Floorplan with the power grid:
The bar under the picture is 50 µm long. Pins as bars on the die edge.
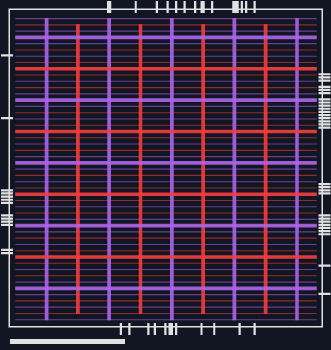
Placed cells, one colour a class:
Fill, decap, tap and diode cells in grey.
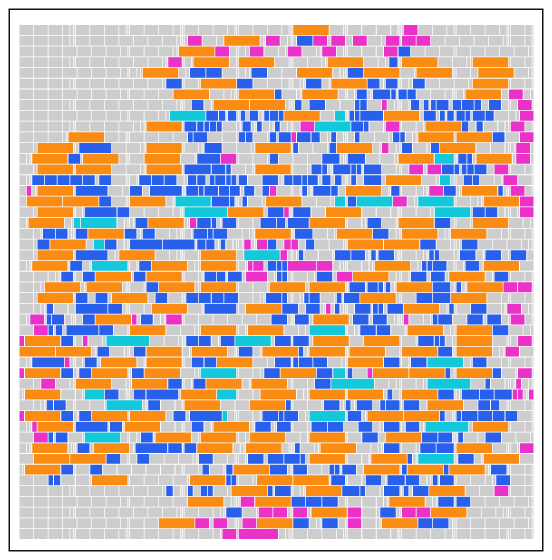
Routed clock nets over the placement:
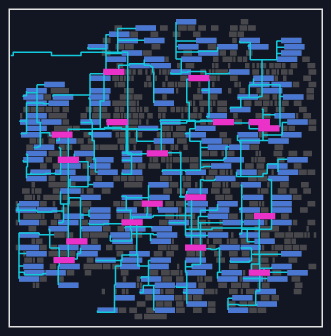
$ cat config.mk
export PLATFORM = sky130hd
export DESIGN_NAME = lif_scheduler
export DESIGN_NICKNAME = d
export VERILOG_FILES = /design/src/rtl/lif_pkg.sv /design/src/rtl/lif_state_bank.sv /design/src/rtl/lif_scheduler.sv
export SDC_FILE = /design/constraint.sdc
export NUM_CORES = 1
export LEC_CHECK = 0
export CORE_AREA = 2 2 133 135
export DETAILED_ROUTE_END_ITERATION = 10
export DIE_AREA = 0 0 135 137
export GPL_ROUTABILITY_DRIVEN = 0
export GPL_TIMING_DRIVEN = 0
export PLACE_DENSITY = 0.7
export SYNTH_ARGS = -nofsm -noshare
export SYNTH_HDL_FRONTEND = slang
export SYNTH_SLANG_ARGS = --single-unit
$ cat constraint.sdc
create_clock -name clk -period 18 [get_ports clk]
set_clock_uncertainty 0.15 [all_clocks]
set_input_delay 3.6 -clock clk [delete_from_list [all_inputs] [get_ports clk]]
set_output_delay 3.6 -clock clk [all_outputs]
set_load 0.005 [all_outputs]
$ cat src/rtl/lif_pkg.sv
// Shared types and default sizing for the time-multiplexed LIF neuron scheduler.
package lif_pkg;
  localparam int N_NEURONS_DEFAULT = 8;
  localparam int W_DEFAULT         = 8;
  localparam int STEP_CNT_W        = 16;

  typedef enum logic [1:0] {
    IDLE,
    ISSUE,
    WAIT,
    COMMIT
  } lif_state_e;
endpackage

$ cat src/rtl/lif_state_bank.sv
// Per-neuron membrane and input-current storage: one shared read index,
// one write port each for membrane and current, synchronous membrane clear.
module lif_state_bank
  import lif_pkg::*;
#(
  parameter  int N  = N_NEURONS_DEFAULT,
  parameter  int W  = W_DEFAULT,
  localparam int AW = $clog2(N)
) (
  input  logic          clk,
  input  logic          rst,
  input  logic [AW-1:0] rd_idx_i,
  output logic [W-1:0]  rd_mem_o,
  output logic [W-1:0]  rd_cur_o,
  input  logic          mem_we_i,
  input  logic [AW-1:0] mem_waddr_i,
  input  logic [W-1:0]  mem_wdata_i,
  input  logic          mem_clr_i,
  input  logic          cur_we_i,
  input  logic [AW-1:0] cur_waddr_i,
  input  logic [W-1:0]  cur_wdata_i
);
  logic [W-1:0] mem_q [N];
  logic [W-1:0] cur_q [N];

  // NOTE: both arrays are plain flops with async reset because reset must zero every entry at once.
  always_ff @(posedge clk or posedge rst) begin
    if (rst) begin
      for (int i = 0; i < N; i++) begin
        mem_q[i] <= '0;
        cur_q[i] <= '0;
      end
    end else begin
      if (mem_clr_i) begin
        for (int i = 0; i < N; i++) mem_q[i] <= '0;
      end else if (mem_we_i) begin
        mem_q[mem_waddr_i] <= mem_wdata_i;
      end
      if (cur_we_i) cur_q[cur_waddr_i] <= cur_wdata_i;
    end
  end

  assign rd_mem_o = mem_q[rd_idx_i];
  assign rd_cur_o = cur_q[rd_idx_i];
endmodule

$ cat src/rtl/lif_scheduler.sv
// Sequences N_NEURONS neurons through one shared LIF datapath per timestep
// and publishes the resulting spike vector when the timestep completes.
module lif_scheduler
  import lif_pkg::*;
#(
  parameter  int N_NEURONS = N_NEURONS_DEFAULT,
  parameter  int W         = W_DEFAULT,
  localparam int AW        = $clog2(N_NEURONS)
) (
  input  logic                  clk,
  input  logic                  rst,
  input  logic                  step,
  input  logic                  cur_we,
  input  logic [AW-1:0]         cur_addr,
  input  logic [W-1:0]          cur_data,
  input  logic                  clr_state,
  output logic                  dp_valid,
  input  logic                  dp_ready,
  output logic [W-1:0]          dp_state,
  output logic [W-1:0]          dp_cur,
  input  logic                  dp_rvalid,
  input  logic [W-1:0]          dp_next,
  input  logic                  dp_spike,
  output logic [N_NEURONS-1:0]  spike_out,
  output logic                  busy,
  output logic                  done,
  output logic                  overrun,
  output logic [STEP_CNT_W-1:0] step_cnt
);
  localparam logic [AW-1:0] LAST_IDX = AW'(N_NEURONS - 1);

  lif_state_e            state_q, state_d;
  logic [AW-1:0]         idx_q, idx_d;
  logic                  busy_q, busy_d;
  logic [N_NEURONS-1:0]  acc_q, acc_d;
  logic [N_NEURONS-1:0]  spike_q, spike_d;
  logic                  overrun_q, overrun_d;
  logic [STEP_CNT_W-1:0] step_cnt_q, step_cnt_d;
  logic                  pend_clr_q, pend_clr_d;
  logic [W-1:0]          dps_q, dps_d;
  logic [W-1:0]          dpc_q, dpc_d;

  logic          mem_we, mem_clr, issue_entry;
  logic [AW-1:0] rd_idx;
  logic [W-1:0]  rd_mem, rd_cur;

  // The operands are captured on the edge that enters ISSUE, so they stay put
  // through a stall and a same-edge current write only lands for the next timestep.
  assign rd_idx = (state_q == WAIT) ? idx_q + AW'(1) : '0;

  lif_state_bank #(.N(N_NEURONS), .W(W)) u_bank (
    .clk         (clk),
    .rst         (rst),
    .rd_idx_i    (rd_idx),
    .rd_mem_o    (rd_mem),
    .rd_cur_o    (rd_cur),
    .mem_we_i    (mem_we),
    .mem_waddr_i (idx_q),
    .mem_wdata_i (dp_next),
    .mem_clr_i   (mem_clr),
    .cur_we_i    (cur_we),
    .cur_waddr_i (cur_addr),
    .cur_wdata_i (cur_data)
  );

  always_comb begin
    // NOTE: every _d defaults to its _q before the case, so no path can infer a latch.
    state_d     = state_q;
    idx_d       = idx_q;
    busy_d      = busy_q;
    acc_d       = acc_q;
    spike_d     = spike_q;
    overrun_d   = overrun_q;
    step_cnt_d  = step_cnt_q;
    pend_clr_d  = pend_clr_q;
    dps_d       = dps_q;
    dpc_d       = dpc_q;
    mem_we      = 1'b0;
    mem_clr     = 1'b0;
    issue_entry = 1'b0;

    if (step && busy_q) overrun_d = 1'b1;

    unique case (state_q)
      IDLE: begin
        mem_clr = clr_state;
        if (step) begin
          idx_d       = '0;
          busy_d      = 1'b1;
          acc_d       = '0;
          state_d     = ISSUE;
          issue_entry = 1'b1;
        end
      end
      ISSUE: begin
        if (clr_state) pend_clr_d = 1'b1;
        if (dp_ready) state_d = WAIT;
      end
      WAIT: begin
        if (clr_state) pend_clr_d = 1'b1;
        if (dp_rvalid) begin
          mem_we        = 1'b1;
          acc_d[idx_q]  = dp_spike;
          if (idx_q == LAST_IDX) begin
            state_d = COMMIT;
          end else begin
            idx_d       = idx_q + AW'(1);
            state_d     = ISSUE;
            issue_entry = 1'b1;
          end
        end
      end
      COMMIT: begin
        // A clear requested mid-timestep lands here, after the last writeback.
        mem_clr    = pend_clr_q | clr_state;
        pend_clr_d = 1'b0;
        spike_d    = acc_q;
        step_cnt_d = step_cnt_q + STEP_CNT_W'(1);
        busy_d     = 1'b0;
        state_d    = IDLE;
      end
      default: state_d = IDLE;
    endcase

    if (issue_entry) begin
      dps_d = mem_clr ? '0 : rd_mem;
      dpc_d = rd_cur;
    end
  end

  // NOTE: sequential state uses non-blocking assignments only, so every flop samples pre-edge values.
  always_ff @(posedge clk or posedge rst) begin
    if (rst) begin
      state_q    <= IDLE;
      idx_q      <= '0;
      busy_q     <= 1'b0;
      acc_q      <= '0;
      spike_q    <= '0;
      overrun_q  <= 1'b0;
      step_cnt_q <= '0;
      pend_clr_q <= 1'b0;
      dps_q      <= '0;
      dpc_q      <= '0;
    end else begin
      state_q    <= state_d;
      idx_q      <= idx_d;
      busy_q     <= busy_d;
      acc_q      <= acc_d;
      spike_q    <= spike_d;
      overrun_q  <= overrun_d;
      step_cnt_q <= step_cnt_d;
      pend_clr_q <= pend_clr_d;
      dps_q      <= dps_d;
      dpc_q      <= dpc_d;
    end
  end

  assign dp_valid  = (state_q == ISSUE);
  assign dp_state  = dps_q;
  assign dp_cur    = dpc_q;
  assign spike_out = spike_q;
  assign busy      = busy_q;
  assign done      = (state_q == COMMIT);
  assign overrun   = overrun_q;
  assign step_cnt  = step_cnt_q;
endmodule
==> run notes <==
Observations from the implementation run.

Critical path:
- Among cell families on the critical path, the largest total delay comes from buffers and inverters.
- The critical path's slowest stage uses the library cell clkdlybuf4s50_1.
- The run gives the worst reg2reg path endpoint as dp_state[1].
- The run gives the highest fanout seen on the critical path as 6.
- STA classifies the critical path startpoint as a register.
- Traced cell by cell, the critical path runs through inv_1 -> ha_1 -> clkdlybuf4s50_1.
- The run puts the depth of the worst register-to-register path at 8.
- For the worst setup path, the data arrival time is ~1.7 ns.
- Among all stages on the critical path, the maximum delay recorded is around 0.53 ns.
- The run gives the number of buffer and inverter stages on the critical path as 2.
- The run gives the setup slack of the worst register-to-register path as between 15 and 20 ns.
- The startpoint identified for the worst register-to-register timing path is idx_q[0].
- The run gives the required arrival time at the worst endpoint as 14.25 ns.
- The run puts the number of gates on the worst path with buffers counted at 3.
- The run gives the source of the critical timing path as state_q[1].
- For reference, the critical path is captured by dp_valid.
- The worst setup path is captured at an output port.

Synth:
- The run puts the area share of fa/ha/maj cells after synthesis at 1.342%.
- The run gives the complex-gate fraction of the synthesized area as about an eighth.
- The most common cell in the synthesized netlist is dfrtp_1.
- Of all flip-flops after synthesis, the portion carrying an async set or reset was 100.0%.
- The run gives the area share of the largest cell type after synthesis as between 50% and 60%.
- The run puts the post-synthesis area per instance at between 10 and 15 µm².
- The run gives the yosys cell count as roughly 640.
- Grouping non-sequential cells by family puts the most area in multiplexers.
- The run puts the number of nets in the synthesized netlist at a little under 700.
- For this run, the chip area from Yosys synthesis comes to between 0.008 and 0.009 mm².
- The run gives the biggest area consumer among synthesized cells as dfrtp_1.
- The run puts the total standard cell area after synthesis at 0.008391 mm².
- The run gives the post-synthesis xor/xnor area fraction as roughly 1.6%.
- After synthesis, flip-flops and latches occupy a little over half of the total area.
- The synthesized design contains 0 enable-type register cells.
- The run puts the cell count after synthesis at 641.
- The run puts the count of state elements after synthesis at 184.
- The synthesis run shows the most used standard cells to be dfrtp_1 (184), mux2_2 (76), a22o_1 (68).
- The run puts the synthesis warning total at 0.
- The run gives the proportion of synthesized area in mux cells as about 18%.

Route:
- In the routed design, unresolved DRC markers number 0.
- The run gives the met2 wirelength from detailed routing as 10.12 mm.
- The run puts the detailed-route vias per instance at ~6.
- The run puts the per-cell routed wire length at about 21 µm.
- The run puts the wire length on met1 at approximately 8.6 mm.
- Signal routing reaches up to met4.
- The run puts the count of TritonRoute iterations in the first routing pass at 5.
- The run puts the detailed-route wire length at roughly 20 mm.
- Per the post-route antenna check, the number of violating nets is 0.

Cells and area:
- In the finished layout, the clock tree contains a buffer count of 21.
- The run puts the fraction of final layout cells with drive strength greater than 1 at 23.09%.
- The run puts the area fraction of clock buffers and clock inverters at 6.676%.
- The run gives the fraction of cell area in non-clock buffers as 8.134%.
- The run gives the cell kind with the greatest summed area as registers.
- Of the total standard cell area in the layout, the multi-input combinational portion is between 30% and 40%.
- The run puts the antenna cell count at 0.
- The run gives the final instance area as 0.009952 mm².
- The run gives the synthesis-to-layout area growth as 18.61%.
- According to the finish report, the design has a final net count of about 760.
- The run gives the number of logic gates as slightly above 400.
- The plain and repair buffers instantiated in the layout total between 90 and 100.
- The run puts the number of fillers in the final layout at ~1,400.
- The run gives the final standard cell count with taps included and fillers excluded as between 900 and 1,000.
- The design has between 150 and 200 sequential cells.
- In the final layout, excluding clock inverters the inverter count is 11.
- Summing all multi-input logic gate instances after layout gives 0.003543 mm².
- The run gives the most common library cell in the layout ignoring fill and taps as dfrtp_1.

Pwr:
- The run gives the power group with the largest share as registers.
- The power report attributes to the clock group a share of between 20% and 30%.
- The run puts the power after layout at approximately 1.4 mW.
- The run gives the switching part of the total power as between 30% and 40%.
- The run puts the power dissipated in sequential cells at 0.544 mW.
- The run gives the sequential fraction of design power as between 30% and 40%.
- The run gives the power in combinational cells as 0.460 mW.
- The run gives the peak supply drop as 0.08419 mV.
- The run puts the power density over the cells at ~140 mW/mm².
- The run gives the power in the clock group as roughly 0.42 mW.
- The run puts the internal power contribution at approximately 0.96 mW.
- The script extracted a total leakage power of between 4 and 5 nW.
- The run gives the combinational share of power as between 30% and 40%.

CTS:
- The run gives the maximum clock insertion buffer count as 2.
- For reference, the clock transition at the flip-flops on the worst setup and hold paths is roughly 0.070 ns.
- The number of clock buffers added by TritonCTS is 17.
- The run gives the hold-fix buffer count after cts as 0.
- The clock tree synthesis step divided the H-tree into 4 levels.
- TritonCTS built the clock tree.
- The run gives the clock sink count as approximately 180.
- The run puts the post-CTS resize count at 0.
- The skew report gives the latency at the later pin of the worst-skew pair as between 0.4 and 0.5 ns.
- The run gives the root buffer selected by CTS as clkbuf_16.

Placed design:
- The run gives the quantity of I/O buffers inserted on ports as just under 60.
- The run puts the post-placement cell area at a little over 0.009 mm².
- The run puts the final HPWL from detailed placement at around 13 mm.

Global route:
- The run gives the met3 track demand over resource as under 10%.
- The number of antenna violations at the first check in global routing is 0.
- The global routing report lists met1 layer usage as between 20% and 30%.
- The run gives the global route total overflow as 0.
- The run gives the peak-usage layer in the global routing report as met2.
- The run gives the via count of the first global-routing pass as 5,986.
- The global routing report lists combined usage of all routing layers as approximately 23%.

STA:
- The run puts the minimum period implied by the final worst setup slack at around 5.4 ns.
- The run gives the headroom to the max-slew limit as between 30% and 40%.
- From the final report, the count of setup violators was given as 0.
- Setup repair after global routing left no endpoint under its margin.
- The run gives the setup TNS after final layout as 0 ns.
- The transition time recorded at the tightest slew-check pin is between 0.9 and 1 ns.
- Counting endpoints that fail hold in the final report gives 0.
- The run puts the minimum setup slack in the final design at about 13 ns.
- The run gives the final count of pins violating max slew as 0.
- After layout, the worst path uses 30.27% of the clock period.
- The flow reports an fmax of between 150 and 200 MHz.
- The run gives the worst hold margin as 0.3144 ns.

Die:
- The run gives the floorplan utilization as roughly half.
- The run gives the cell row count as ~48.
- According to the I/O placement log, the pin count is between 70 and 80.
- Across the placement rows, the number of tap cells is 225.
- The run puts the core area at approximately 0.017 mm².
- The run puts the die span in x at roughly 140 µm.

Hold path:
- The run puts the depth of the worst hold-timing path at 1.
- The worst hold path belongs to the class reg -> reg.
- The worst hold path terminates at step_cnt[15].

Flow run:
- Per the run summary, max-cap violations total 0.
- The run gives the total tool warning count as 33.

Run status:
- The flow ran to the end, and the final reports show no timing, DRC or antenna violations.
-- 'floorplan with the power grid' (at the start) --
red -> VDD
purple -> VSS
signal pins = 71
met4 straps = 9
met1 rails = 49
rows = 48

-- 'placed cells, one colour a class' (at the start) --
cyan -> clock drivers and dummy loads  # cells 32, share of their area 6.9%
blue -> combinational and other logic  # cells 423, share of their area 37%
magenta -> other buffers and delay cells  # cells 93, share of their area 8.4%
orange -> flops  # cells 184, share of their area 48%

-- 'routed clock nets over the placement' (at the start) --
cyan -> clock wires  # length 2,110 µm
magenta -> clock drivers  # count 17
blue -> flip-flops  # count 184
flops lie = all over the die
routed clock nets = 18

Power and IR drop assume default switching activity.
